--- src/rtl/pipe_stage_regs.sv ---
// ============================================================================
// pipe_stage_regs: IF/ID, ID/EX, EX/MEM, MEM/WB register bank with write-back
// decode and saturating bubble/flush debug counters.  Rev 1.0
// ============================================================================
`default_nettype none

module pipe_stage_regs #(
   parameter logic [31:0] NOP_INSTR = 32'h0000_0000,
   parameter int          CNT_W     = 16
) (
   input  logic             clk,
   input  logic             rst_n,
   input  logic [31:0]      fetch_instr,
   input  logic [31:0]      fetch_pc4,
   input  logic             stall,
   input  logic             flush,
   input  logic [31:0]      id_rd0,
   input  logic [31:0]      id_rd1,
   input  logic [31:0]      id_imm,
   input  logic [31:0]      ex_alu_result,
   input  logic [31:0]      ex_store_data,
   input  logic [31:0]      mem_read_data,
   output logic [31:0]      instrIFID,
   output logic [31:0]      instrIDEX,
   output logic [31:0]      instrEXMEM,
   output logic [31:0]      instrMEMWB,
   output logic [31:0]      pcIFID,
   output logic [31:0]      idex_d0,
   output logic [31:0]      idex_d1,
   output logic [31:0]      idex_imm,
   output logic [31:0]      aluEXMEM_Data,
   output logic [31:0]      aluMEMWB_Data,
   output logic [31:0]      EXMEM_Data2Mem,
   output logic [31:0]      MEMWB_MemData,
   output logic             wb_we,
   output logic [4:0]       wb_addr,
   output logic [31:0]      wb_data,
   output logic [CNT_W-1:0] bubble_cnt,
   output logic [CNT_W-1:0] flush_cnt
);

   localparam logic [5:0] OP_REG  = 6'd0;
   localparam logic [5:0] OP_ADDI = 6'd8;
   localparam logic [5:0] OP_SLTI = 6'd10;
   localparam logic [5:0] OP_ANDI = 6'd12;
   localparam logic [5:0] OP_ORI  = 6'd13;
   localparam logic [5:0] OP_XORI = 6'd14;
   localparam logic [5:0] OP_SLLI = 6'd15;
   localparam logic [5:0] OP_LW   = 6'd35;

   localparam logic [5:0] FN_SLLV = 6'd4;
   localparam logic [5:0] FN_ADD  = 6'd32;
   localparam logic [5:0] FN_SUB  = 6'd34;
   localparam logic [5:0] FN_AND  = 6'd36;
   localparam logic [5:0] FN_OR   = 6'd37;
   localparam logic [5:0] FN_XOR  = 6'd38;
   localparam logic [5:0] FN_SLT  = 6'd42;

   logic [31:0]      instr_ifid_q,  instr_ifid_d;
   logic [31:0]      pc_ifid_q,     pc_ifid_d;
   logic [31:0]      instr_idex_q,  instr_idex_d;
   logic [31:0]      idex_d0_q,     idex_d0_d;
   logic [31:0]      idex_d1_q,     idex_d1_d;
   logic [31:0]      idex_imm_q,    idex_imm_d;
   logic [31:0]      instr_exmem_q, instr_exmem_d;
   logic [31:0]      alu_exmem_q,   alu_exmem_d;
   logic [31:0]      store_exmem_q, store_exmem_d;
   logic [31:0]      instr_memwb_q, instr_memwb_d;
   logic [31:0]      alu_memwb_q,   alu_memwb_d;
   logic [31:0]      mdata_memwb_q, mdata_memwb_d;
   logic [CNT_W-1:0] bubble_cnt_q,  bubble_cnt_d;
   logic [CNT_W-1:0] flush_cnt_q,   flush_cnt_d;

   always_comb begin
      instr_ifid_d  = fetch_instr;
      pc_ifid_d     = fetch_pc4;
      instr_idex_d  = instr_ifid_q;
      idex_d0_d     = id_rd0;
      idex_d1_d     = id_rd1;
      idex_imm_d    = id_imm;
      instr_exmem_d = instr_idex_q;
      alu_exmem_d   = ex_alu_result;
      store_exmem_d = ex_store_data;
      instr_memwb_d = instr_exmem_q;
      alu_memwb_d   = alu_exmem_q;
      mdata_memwb_d = mem_read_data;
      bubble_cnt_d  = bubble_cnt_q;
      flush_cnt_d   = flush_cnt_q;

      // Stall outranks flush: the branch re-asserts flush once its operands arrive.
      if (stall) begin
         instr_ifid_d = instr_ifid_q;
         pc_ifid_d    = pc_ifid_q;
         instr_idex_d = NOP_INSTR;
         idex_d0_d    = '0;
         idex_d1_d    = '0;
         idex_imm_d   = '0;
         if (bubble_cnt_q != '1) bubble_cnt_d = bubble_cnt_q + CNT_W'(1);
      end else if (flush) begin
         instr_ifid_d = NOP_INSTR;
         pc_ifid_d    = '0;
         if (flush_cnt_q != '1) flush_cnt_d = flush_cnt_q + CNT_W'(1);
      end
   end

   always_ff @(posedge clk or negedge rst_n) begin
      if (!rst_n) begin
         instr_ifid_q  <= NOP_INSTR;
         pc_ifid_q     <= '0;
         instr_idex_q  <= NOP_INSTR;
         idex_d0_q     <= '0;
         idex_d1_q     <= '0;
         idex_imm_q    <= '0;
         instr_exmem_q <= NOP_INSTR;
         alu_exmem_q   <= '0;
         store_exmem_q <= '0;
         instr_memwb_q <= NOP_INSTR;
         alu_memwb_q   <= '0;
         mdata_memwb_q <= '0;
         bubble_cnt_q  <= '0;
         flush_cnt_q   <= '0;
      end else begin
         instr_ifid_q  <= instr_ifid_d;
         pc_ifid_q     <= pc_ifid_d;
         instr_idex_q  <= instr_idex_d;
         idex_d0_q     <= idex_d0_d;
         idex_d1_q     <= idex_d1_d;
         idex_imm_q    <= idex_imm_d;
         instr_exmem_q <= instr_exmem_d;
         alu_exmem_q   <= alu_exmem_d;
         store_exmem_q <= store_exmem_d;
         instr_memwb_q <= instr_memwb_d;
         alu_memwb_q   <= alu_memwb_d;
         mdata_memwb_q <= mdata_memwb_d;
         bubble_cnt_q  <= bubble_cnt_d;
         flush_cnt_q   <= flush_cnt_d;
      end
   end

   logic [5:0] wb_op;
   logic [5:0] wb_funct;
   logic       wb_is_imm;
   logic       wb_is_lw;
   logic       wb_is_reg;
   logic [4:0] wb_dest;
   logic       unused_memwb_fields;

   assign wb_op               = instr_memwb_q[31:26];
   assign wb_funct            = instr_memwb_q[5:0];
   assign unused_memwb_fields = ^{instr_memwb_q[25:21], instr_memwb_q[10:6]};

   always_comb begin
      wb_is_imm = wb_op inside {OP_ADDI, OP_SLTI, OP_ANDI, OP_ORI, OP_XORI, OP_SLLI};
      wb_is_lw  = (wb_op == OP_LW);
      wb_is_reg = (wb_op == OP_REG) &&
                  (wb_funct inside {FN_SLLV, FN_ADD, FN_SUB, FN_AND, FN_OR, FN_XOR, FN_SLT});
      wb_dest   = 5'd0;
      if (wb_is_imm || wb_is_lw) wb_dest = instr_memwb_q[20:16];
      else if (wb_is_reg)        wb_dest = instr_memwb_q[15:11];
      // A write to $0 is architecturally a no-op, so suppress the strobe too.
      wb_we   = (wb_is_imm || wb_is_lw || wb_is_reg) && (wb_dest != 5'd0);
      wb_addr = wb_we ? wb_dest : 5'd0;
      wb_data = wb_is_lw ? mdata_memwb_q : alu_memwb_q;
   end

   assign instrIFID      = instr_ifid_q;
   assign instrIDEX      = instr_idex_q;
   assign instrEXMEM     = instr_exmem_q;
   assign instrMEMWB     = instr_memwb_q;
   assign pcIFID         = pc_ifid_q;
   assign idex_d0        = idex_d0_q;
   assign idex_d1        = idex_d1_q;
   assign idex_imm       = idex_imm_q;
   assign aluEXMEM_Data  = alu_exmem_q;
   assign aluMEMWB_Data  = alu_memwb_q;
   assign EXMEM_Data2Mem = store_exmem_q;
   assign MEMWB_MemData  = mdata_memwb_q;
   assign bubble_cnt     = bubble_cnt_q;
   assign flush_cnt      = flush_cnt_q;

endmodule

`default_nettype wire

--- config.mk ---
export PLATFORM = sky130hd
export DESIGN_NAME = pipe_stage_regs
export DESIGN_NICKNAME = d
export VERILOG_FILES = /design/src/rtl/pipe_stage_regs.sv
export SDC_FILE = /design/constraint.sdc
export NUM_CORES = 1
export LEC_CHECK = 0
export ABC_CLOCK_PERIOD_IN_PS = 2500
export CAP_MARGIN = 40
export CELL_PAD_IN_SITES_DETAIL_PLACEMENT = 0
export CELL_PAD_IN_SITES_GLOBAL_PLACEMENT = 2
export CORE_AREA = 2 2 281 283
export DETAILED_ROUTE_END_ITERATION = 16
export DIE_AREA = 0 0 283 285
export PLACE_DENSITY_LB_ADDON = 0.1
export SKIP_CTS_REPAIR_TIMING = 1
export SLEW_MARGIN = 40
export SYNTH_ARGS = -nofsm -noshare
export SYNTH_HDL_FRONTEND = slang
export SYNTH_SLANG_ARGS = --single-unit
--- constraint.sdc ---
create_clock -name clk -period 2.5 [get_ports clk]
set_clock_uncertainty 0.05 [all_clocks]
set_input_delay 0.25 -clock clk [delete_from_list [all_inputs] [get_ports clk]]
set_output_delay 0.25 -clock clk [all_outputs]
set_load 0.05 [all_outputs]
==> flow_summary.yaml <==
# flow metrics
clocking:
  cts_root_buf: "clkbuf_16"
  cts.clk_slew.worst_paths_ns: 0.06
  h-tree-depth: 2
  max_buffers_root_to_sink: 3
flow_run:
  cap_violations: 0
  tool_warnings: 27
critical_path:
  critPathMaxFanout: 6
  capture_instance_of_the_worst_register_to_register_path: "bubble_cnt[1]"
  timing.rr.start: "bubble_cnt[0]"
  setup.worst_path.start_class: "flip-flop"
  timing.critical_path.slowest_stage_cell: "or4_4"
  critical_path_buf_inv_count: 2
  worstSetupPathType: "reg -> out"
  timing.critical_path.max_delay_family: "simple AND/OR/NAND/NOR gates"
  critPathMaxStageDelay_ns: 0.53
  crit_path_cell_trace: "or4_4, nor4_4, buf_4, o221a_4, a22o_1, buf_12"
  cp.required_ns: 2.20
  timing.critical_path.from: "instrMEMWB[26]"
  worst_ep_arrival_time_ns: 2.57
  setup.reg_to_reg.worst_slack_ns: 0.51
grt:
  grt_pass1_wl_um: 83600
  all_layer_gr_usage_pct: 14.5
  gr-total-overflow: 0
  first_global_vias: 10177
  pin_count_of_the_biggest_net_entering_global_routing: 98
sta:
  worst_slack_ns: -0.372
  max_freq_mhz: 348
  final_period_minus_worst_setup_slack_ns: 2.87
  setup_repair_after_global_routing_missed_its_margin: "true"
  timing.max_slew.rel_slack_pct: 51.0
  hold_slack_ns: 0.0319
  timing_worst_slew_pin_value_ns: 0.733
  finalSetupViolations: 38
yosys:
  postSynthSeqShare_pct: 78.5
  yosys.area.top_type_share_pct: 78.5
  syn_nets: 1076
  top_area_cell: "dfrtp_1"
  area_share_of_and_or_or_and_cells_after_synthesis_pct: 5.43
  fa_ha_area_share_pct: 0.189
  ys_types: 43
  synth-edff-count: 0
  syn_area_per_cell_um2: 16.3
  top_cells_by_area: "dfrtp_1 (78%), nor2b_1 (6.1%), a22o_1 (4.6%), mux2_2 (2.6%), xor2_1 (1.3%)"
  synthSimpleGateAreaFrac_pct: 10.1
  yosys-dominant-comb-family: "simple AND/OR/NAND/NOR gates"
  ys_seq_elements: 416
detailed_routing:
  drt_drc_violations_left: 0
  finalWirelength_um: 59700
  postRouteAntennaNets: 0
  drt-vias-per-instance: 3.59
  drtPass1Iterations: 4
placement:
  dp_hpwl_um: 45500
  place_congestion: 0.800
  placed_cells_incl_taps: 2564
final_layout:
  seq_cell_count: 416
  clock_buffers: 77
  area_growth_syn_to_layout_pct: 79.2
  buffers_excl_clock: 747
  clock_area_share_pct: 7.35
  diodes: 4
  nMultiInputCombCells: 361
  fraction_of_standard_cell_area_in_multi_input_logic_pct: 11.6
  finalNonFillerCells: 2676
  layout.cells.most_common_list: "clkdlybuf4s50_1 (671), dfrtp_1 (416), nor2b_1 (129)"
  number_of_ordinary_inverters_in_the_final_layout: 3
  fin_nets: 1844
power_and_ir_drop:
  clockPowerShare_pct: 40.1
  switching_power_w: 0.00596
  switching_share_of_total_power_pct: 31.1
  p_total_w: 0.0191
  power.static_leakage_nw: 10.2
  irDropWorstVdd_mv: 0.463
  power.clock.total_w: 0.00767
  top_power_group: "clock"
  seq_power_w: 0.00753
  pwr-share-seq_pct: 39.4
  p_int_w: 0.0132
hold_path:
  timing.hold.worst.start: "ex_store_data[16]"
run_status:
  run_status: "complete, but fails checks"
  failed_checks: "setup timing"
floorplanning:
  fp-utilization_pct: 17.0
  die-width_um: 283
  fp.dieH_um: 285
## metrics by stage
step	TNS [ns]	setup WS, ns
after floorplan	0	0.217
after global placement	-0.289	-0.0505
after detailed placement	-0.700	-0.124
after CTS	-9.42	-0.815
after global routing	-11.19	-0.493
final	-7.17	-0.372
## routing by layer
metal / vias to the layer above / wire (um) / GRT usage [%] / part of all wire (%)
li1: 4316 / - / - / -
met1: 4828 / 21700 / 15.6 / 36
met2: 371 / 31700 / 26.3 / 53
met3: 84 / 4510 / 4.93 / 7.6
met4: 4 / 1740 / 4.72 / 2.9
met5: - / 23 / 0 / 0.039
## state kept, by name, indices dropped and copies added (netlist names)
register / flops
aluEXMEM_Data: 32
instrIFID: 32
pcIFID: 32
idex_d0: 32
instrMEMWB: 32
flush_cnt: 16
instrIDEX: 32
EXMEM_Data2Mem: 32
idex_imm: 32
bubble_cnt: 16
idex_d1: 32
aluMEMWB_Data: 32
instrEXMEM: 32
MEMWB_MemData: 32
## synth_stat cells (2+ instances only)
| master | number |
|---|---|
| nor3b_1 | 3 |
| buf_2 | 4 |
| nand4_1 | 8 |
| a211oi_1 | 2 |
| nand2b_1 | 5 |
| nor4_1 | 5 |
| mux2_1 | 5 |
| nand2_1 | 15 |
| mux2_2 | 31 |
| a21oi_1 | 8 |
| a31oi_1 | 2 |
| nand3_1 | 9 |
| o21ai_0 | 4 |
| nor2_1 | 7 |
| clkbuf_1 | 29 |
| a22o_1 | 69 |
| nor3_1 | 7 |
| and3_1 | 3 |
| nor4_2 | 3 |
| nand4_2 | 3 |
| dfrtp_1 | 416 |
| xor2_1 | 19 |
| xnor2_1 | 5 |
| nor2_2 | 2 |
| nor2b_1 | 129 |
| inv_1 | 3 |
| ha_1 | 2 |
Fig. 1: wires at chosen ports, followed through buffers
Scale: 1.5 px per um.
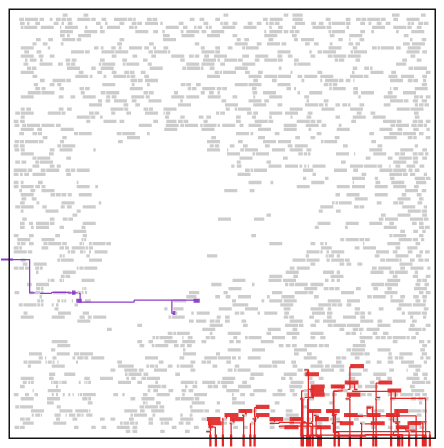
| colour | port | direction | end cells | buffers | wire |
|---|---|---|---|---|---|
| red | ex_store_data | input | 32 | 33 | 1150 um |
| purple | flush | input | 4 | 2 | 163 um |
Top-Level Pins: 714
IO buf count: 713

Fig. 2: placement view
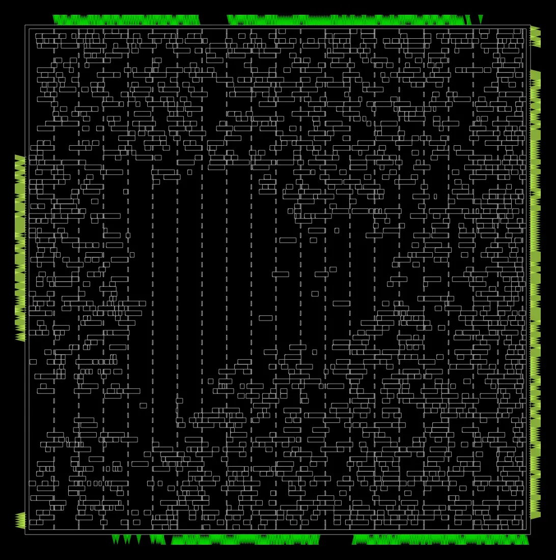
filler cell count in the final layout: 7901
core outline area: 0.0780 mm2
final core utilization: 30.5%

Fig. 3: placed cells, one colour a class
Scale: 1 px per um.
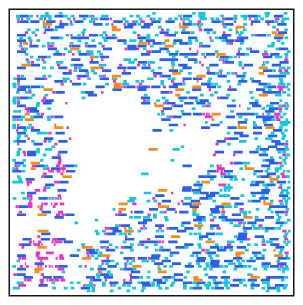
| colour | class | cells |
|---|---|---|
| blue | registers | 416 |
| magenta | remaining logic cells | 364 |
| cyan | remaining buffers and delay cells | 747 |
| orange | clock drivers and dummy loads | 95 |
num rows: 103
Seq area share: 43.8%
Final Instance Area: 0.0238 mm2

No activity file was given, so power comes from the tool's default toggle rates.
